--- src/rtl/sub_pkg.sv ---
// ---------------------------------------------------------------------------
// sub_pkg
// Shared types and constants for the bit-serial subtractor.
//   state_t       : FSM encoding (IDLE, RUN, DONE)
//   WIDTH_DEFAULT : default operand/result width
//   cntWidth()    : bit counter width for a given operand width
//   CNT_W         : counter width for the default operand width
// ---------------------------------------------------------------------------
package sub_pkg;

  typedef enum logic [1:0] {
    IDLE = 2'd0,
    RUN  = 2'd1,
    DONE = 2'd2
  } state_t;

  localparam int WIDTH_DEFAULT = 16;

  // One extra bit so the counter can hold WIDTH itself after the last bit.
  function automatic int cntWidth(input int w);
    return $clog2(w) + 1;
  endfunction

  localparam int CNT_W = cntWidth(WIDTH_DEFAULT);

endpackage

--- src/rtl/fsub1.sv ---
// ---------------------------------------------------------------------------
// fsub1
// Combinational 1-bit full subtractor: computes a - b - bin.
//   a   : minuend bit
//   b   : subtrahend bit
//   bin : borrow in
//   d   : difference bit
//   bo  : borrow out
// ---------------------------------------------------------------------------
module fsub1 (
  input  logic a,
  input  logic b,
  input  logic bin,
  output logic d,
  output logic bo
);

  // A borrow leaves this bit when b exceeds a outright, or when the bits are
  // equal and a borrow is already coming in from below.
  assign d  = a ^ b ^ bin;
  assign bo = (~a & b) | (~(a ^ b) & bin);

endmodule

--- src/rtl/serial_sub16.sv ---
// ---------------------------------------------------------------------------
// serial_sub16
// Bit-serial subtractor computing A - B one bit per clock, LSB first.
//   clk   : rising-edge clock
//   reset : asynchronous active-high reset
//   start : request, sampled only while ready is high
//   A, B  : minuend / subtrahend, captured on an accepted start
//   ready : high in IDLE
//   busy  : high in RUN
//   done  : one-cycle pulse when the result is valid
//   diff  : A - B modulo 2^WIDTH
//   c     : borrow chain, c[0] = 0, c[i+1] = borrow out of bit i
//   bout  : final borrow (A < B unsigned)
//   ovf   : signed overflow of the subtraction
// ---------------------------------------------------------------------------
module serial_sub16
  import sub_pkg::*;
#(
  parameter int WIDTH = WIDTH_DEFAULT
) (
  input  logic             clk,
  input  logic             reset,
  input  logic             start,
  input  logic [WIDTH-1:0] A,
  input  logic [WIDTH-1:0] B,
  output logic             ready,
  output logic             busy,
  output logic             done,
  output logic [WIDTH-1:0] diff,
  output logic [WIDTH:0]   c,
  output logic             bout,
  output logic             ovf
);

  localparam int CntW = cntWidth(WIDTH);
  localparam int IdxW = $clog2(WIDTH);

  state_t            state_q, state_d;
  logic [CntW-1:0]   cnt_q, cnt_d;
  logic [WIDTH-1:0]  aSh_q, aSh_d;
  logic [WIDTH-1:0]  bSh_q, bSh_d;
  logic [WIDTH-1:0]  diff_q, diff_d;
  logic [WIDTH:0]    c_q, c_d;
  logic              borrow_q, borrow_d;
  logic              bout_q, bout_d;
  logic              ovf_q, ovf_d;

  logic              bitD;
  logic              bitBo;
  logic [IdxW-1:0]   bitIdx;
  logic [CntW-1:0]   cIdx;
  logic              lastBit;

  assign bitIdx  = cnt_q[IdxW-1:0];
  assign cIdx    = cnt_q + CntW'(1);
  assign lastBit = (cnt_q == CntW'(WIDTH - 1));

  // The single full subtractor always works on the LSB of the operand shift
  // registers; the registers shift right once per processed bit.
  fsub1 uBit (
    .a   (aSh_q[0]),
    .b   (bSh_q[0]),
    .bin (borrow_q),
    .d   (bitD),
    .bo  (bitBo)
  );

  // Next-state and datapath update. Result registers keep their value through
  // DONE and IDLE, and are only cleared when a new start is accepted.
  always_comb begin
    state_d  = state_q;
    cnt_d    = cnt_q;
    aSh_d    = aSh_q;
    bSh_d    = bSh_q;
    diff_d   = diff_q;
    c_d      = c_q;
    borrow_d = borrow_q;
    bout_d   = bout_q;
    ovf_d    = ovf_q;

    case (state_q)
      IDLE: begin
        if (start) begin
          state_d  = RUN;
          aSh_d    = A;
          bSh_d    = B;
          diff_d   = '0;
          c_d      = '0;
          cnt_d    = '0;
          borrow_d = 1'b0;
          bout_d   = 1'b0;
          ovf_d    = 1'b0;
        end
      end

      RUN: begin
        diff_d[bitIdx] = bitD;
        c_d[cIdx]      = bitBo;
        borrow_d       = bitBo;
        cnt_d          = cnt_q + CntW'(1);
        aSh_d          = aSh_q >> 1;
        bSh_d          = bSh_q >> 1;
        // On the MSB the shift-register LSBs are the operand sign bits, so
        // overflow is judged from them and the freshly computed sign of diff.
        if (lastBit) begin
          state_d = DONE;
          bout_d  = bitBo;
          ovf_d   = (aSh_q[0] ^ bSh_q[0]) & (bitD ^ aSh_q[0]);
        end
      end

      DONE: begin
        state_d = IDLE;
      end

      default: begin
        state_d = IDLE;
      end
    endcase
  end

  // State and datapath registers; reset drops any partial result at once.
  always_ff @(posedge clk or posedge reset) begin
    if (reset) begin
      state_q  <= IDLE;
      cnt_q    <= '0;
      aSh_q    <= '0;
      bSh_q    <= '0;
      diff_q   <= '0;
      c_q      <= '0;
      borrow_q <= 1'b0;
      bout_q   <= 1'b0;
      ovf_q    <= 1'b0;
    end else begin
      state_q  <= state_d;
      cnt_q    <= cnt_d;
      aSh_q    <= aSh_d;
      bSh_q    <= bSh_d;
      diff_q   <= diff_d;
      c_q      <= c_d;
      borrow_q <= borrow_d;
      bout_q   <= bout_d;
      ovf_q    <= ovf_d;
    end
  end

  assign ready = (state_q == IDLE);
  assign busy  = (state_q == RUN);
  assign done  = (state_q == DONE);
  assign diff  = diff_q;
  assign c     = c_q;
  assign bout  = bout_q;
  assign ovf   = ovf_q;

endmodule
--- config.mk ---
export PLATFORM = sky130hd
export DESIGN_NAME = serial_sub16
export DESIGN_NICKNAME = d
export VERILOG_FILES = /design/src/rtl/sub_pkg.sv /design/src/rtl/fsub1.sv /design/src/rtl/serial_sub16.sv
export SDC_FILE = /design/constraint.sdc
export NUM_CORES = 1
export LEC_CHECK = 0
export CAP_MARGIN = 20
export CORE_ASPECT_RATIO = 1.25
export CORE_MARGIN = 1.5
export CORE_UTILIZATION = 50
export CTS_CLUSTER_DIAMETER = 150
export DETAILED_ROUTE_END_ITERATION = 8
export PLACE_DENSITY = 0.79
export SLEW_MARGIN = 10
export SYNTH_ARGS = -nofsm -noshare
export SYNTH_HDL_FRONTEND = slang
export SYNTH_SLANG_ARGS = --single-unit
export TNS_END_PERCENT = 100
--- constraint.sdc ---
create_clock -name clk -period 3.9 [get_ports clk]
set_input_delay 0.585 -clock clk [delete_from_list [all_inputs] [get_ports clk]]
set_output_delay 0.585 -clock clk [all_outputs]
set_load 0.01 [all_outputs]
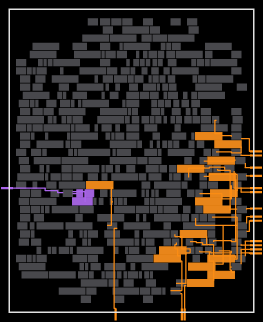
**Above:** wires at chosen ports, followed through buffers.
(3 px per µm)
`diff` -> orange  # bits 16, direction output, end cells 16, buffers 16, wire 417 µm
`start` -> purple  # bits 1, direction input, end cells 3, buffers 1, wire 27.7 µm
PortBufs: 72
I/O Pins: 73

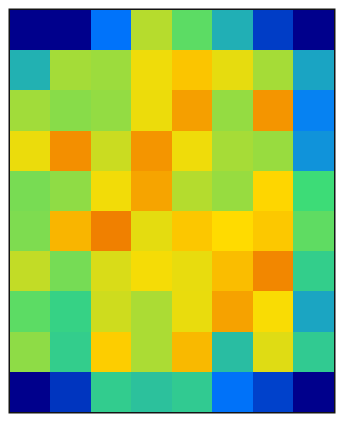
**Above:** cell density map.
(4 px per µm) The die is cut into 8 by 10 equal tiles; dark blue is low, red is high, 0 to 100% covered.
tiles over 75% full = 21%
fullest tile = 85%
mean over tiles = 57%
nearly empty tiles = 6.2%
Core Region: 7360 µm²
Util after Layout: 64.5%

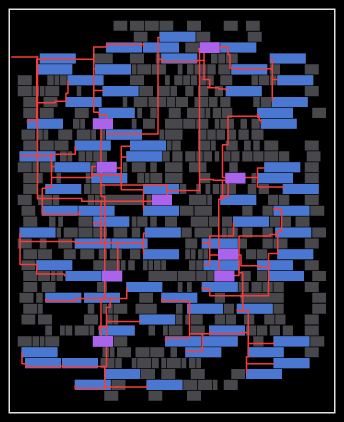
**Above:** clock network drawn from the DEF.
(4 px per µm)
flip-flops -> blue  # count 75
cells driving clock nets -> purple  # count 9
clock wires -> red  # length 949 µm
flops lie = all over the die
clock-net power: 666 µW
clk_lat worst skew: 340 ps
Layout Skew: 12.6 ps
Clk pwr share: 16.9%

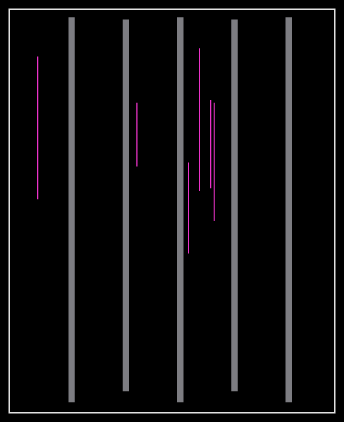
**Above:** M4 wires.
(4 px per µm) Supply wires on this layer in gray.
longest straight run = 35.4 µm
wire length on this layer = 160 µm
share of all routed wire = 1.9%

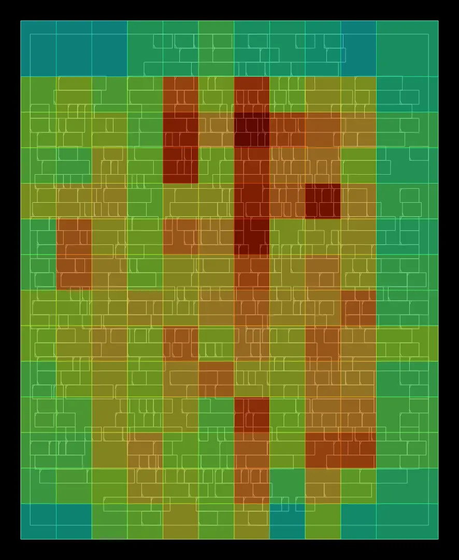
**Above:** routing congestion map.
met2 Use GR: 37.4%
DR WL/cell: 15.8 µm
met3 usage: 4.34%
met1 GRT Util: 28.3%
gr busiest metal: met2

==> changes_impl.md <==
## Implementation

- Final hold vios: 0
- Seq. pwr: 1.35 mW
- Pwr top: combinational logic
- Most frequent logic cell in the layout: dfrtp_1
- Most frequent cell after synthesis: dfrtp_1
- Routability cong.: roughly 0.86
- Yosys synthesis warning count: 0
- Sequential cell count: 75
- First-pass GRT wire length: about 14 mm
- Area after DPL: between 4000 and 5000 µm²
- Residual DRC: 0
- Yosys Instances: ~360
- Dpl ws: between 1000 and 1500 ps
- Synth Register Bits: approximately 75
- Endpoints failing setup: 0
- Ys async rst share: 100%
- Comb_multi_in: between 200 and 300
- Mux cell area share: a little under a tenth
- Final WL: around 8.2 mm
- Part of the cycle the worst path needs: between 60% and 70%
- Hold_buf cts: 0
- Detailed Place HPWL: between 5 and 6 mm
- FP Util: 51.7%
- Type of element launching the critical path: flop
- TNS Setup: 0 ps
- Combinational fraction of the cell area: 36.5%
- Slowest stage delay, CP: about 560 ps
- Design area: roughly 4700 µm²
- Dominant cell type by area after synthesis: dfrtp_1
- Adder-cell area share of the yosys netlist: roughly 3.5%
- Synth-to-Final Area Change: 24.8%
- Most frequent cells after synthesis: dfrtp_1, nand2_1, o21ai_0
- Clk Tree Root Cell: clkbuf_8
- # Taps: between 90 and 100
- Logic area: approximately 1700 µm²
- Synth Net Count: 408
- Critical Path RT: 4150 ps
- Initial antenna violation count: 0
- Status: finished, final reports clean
- Setup repair bufs after CTS: 0
- TritonCTS clock tree: done
- Logic family by area: AND-OR/OR-AND gates
- Placed cells: 505
Power and IR drop assume default switching activity.
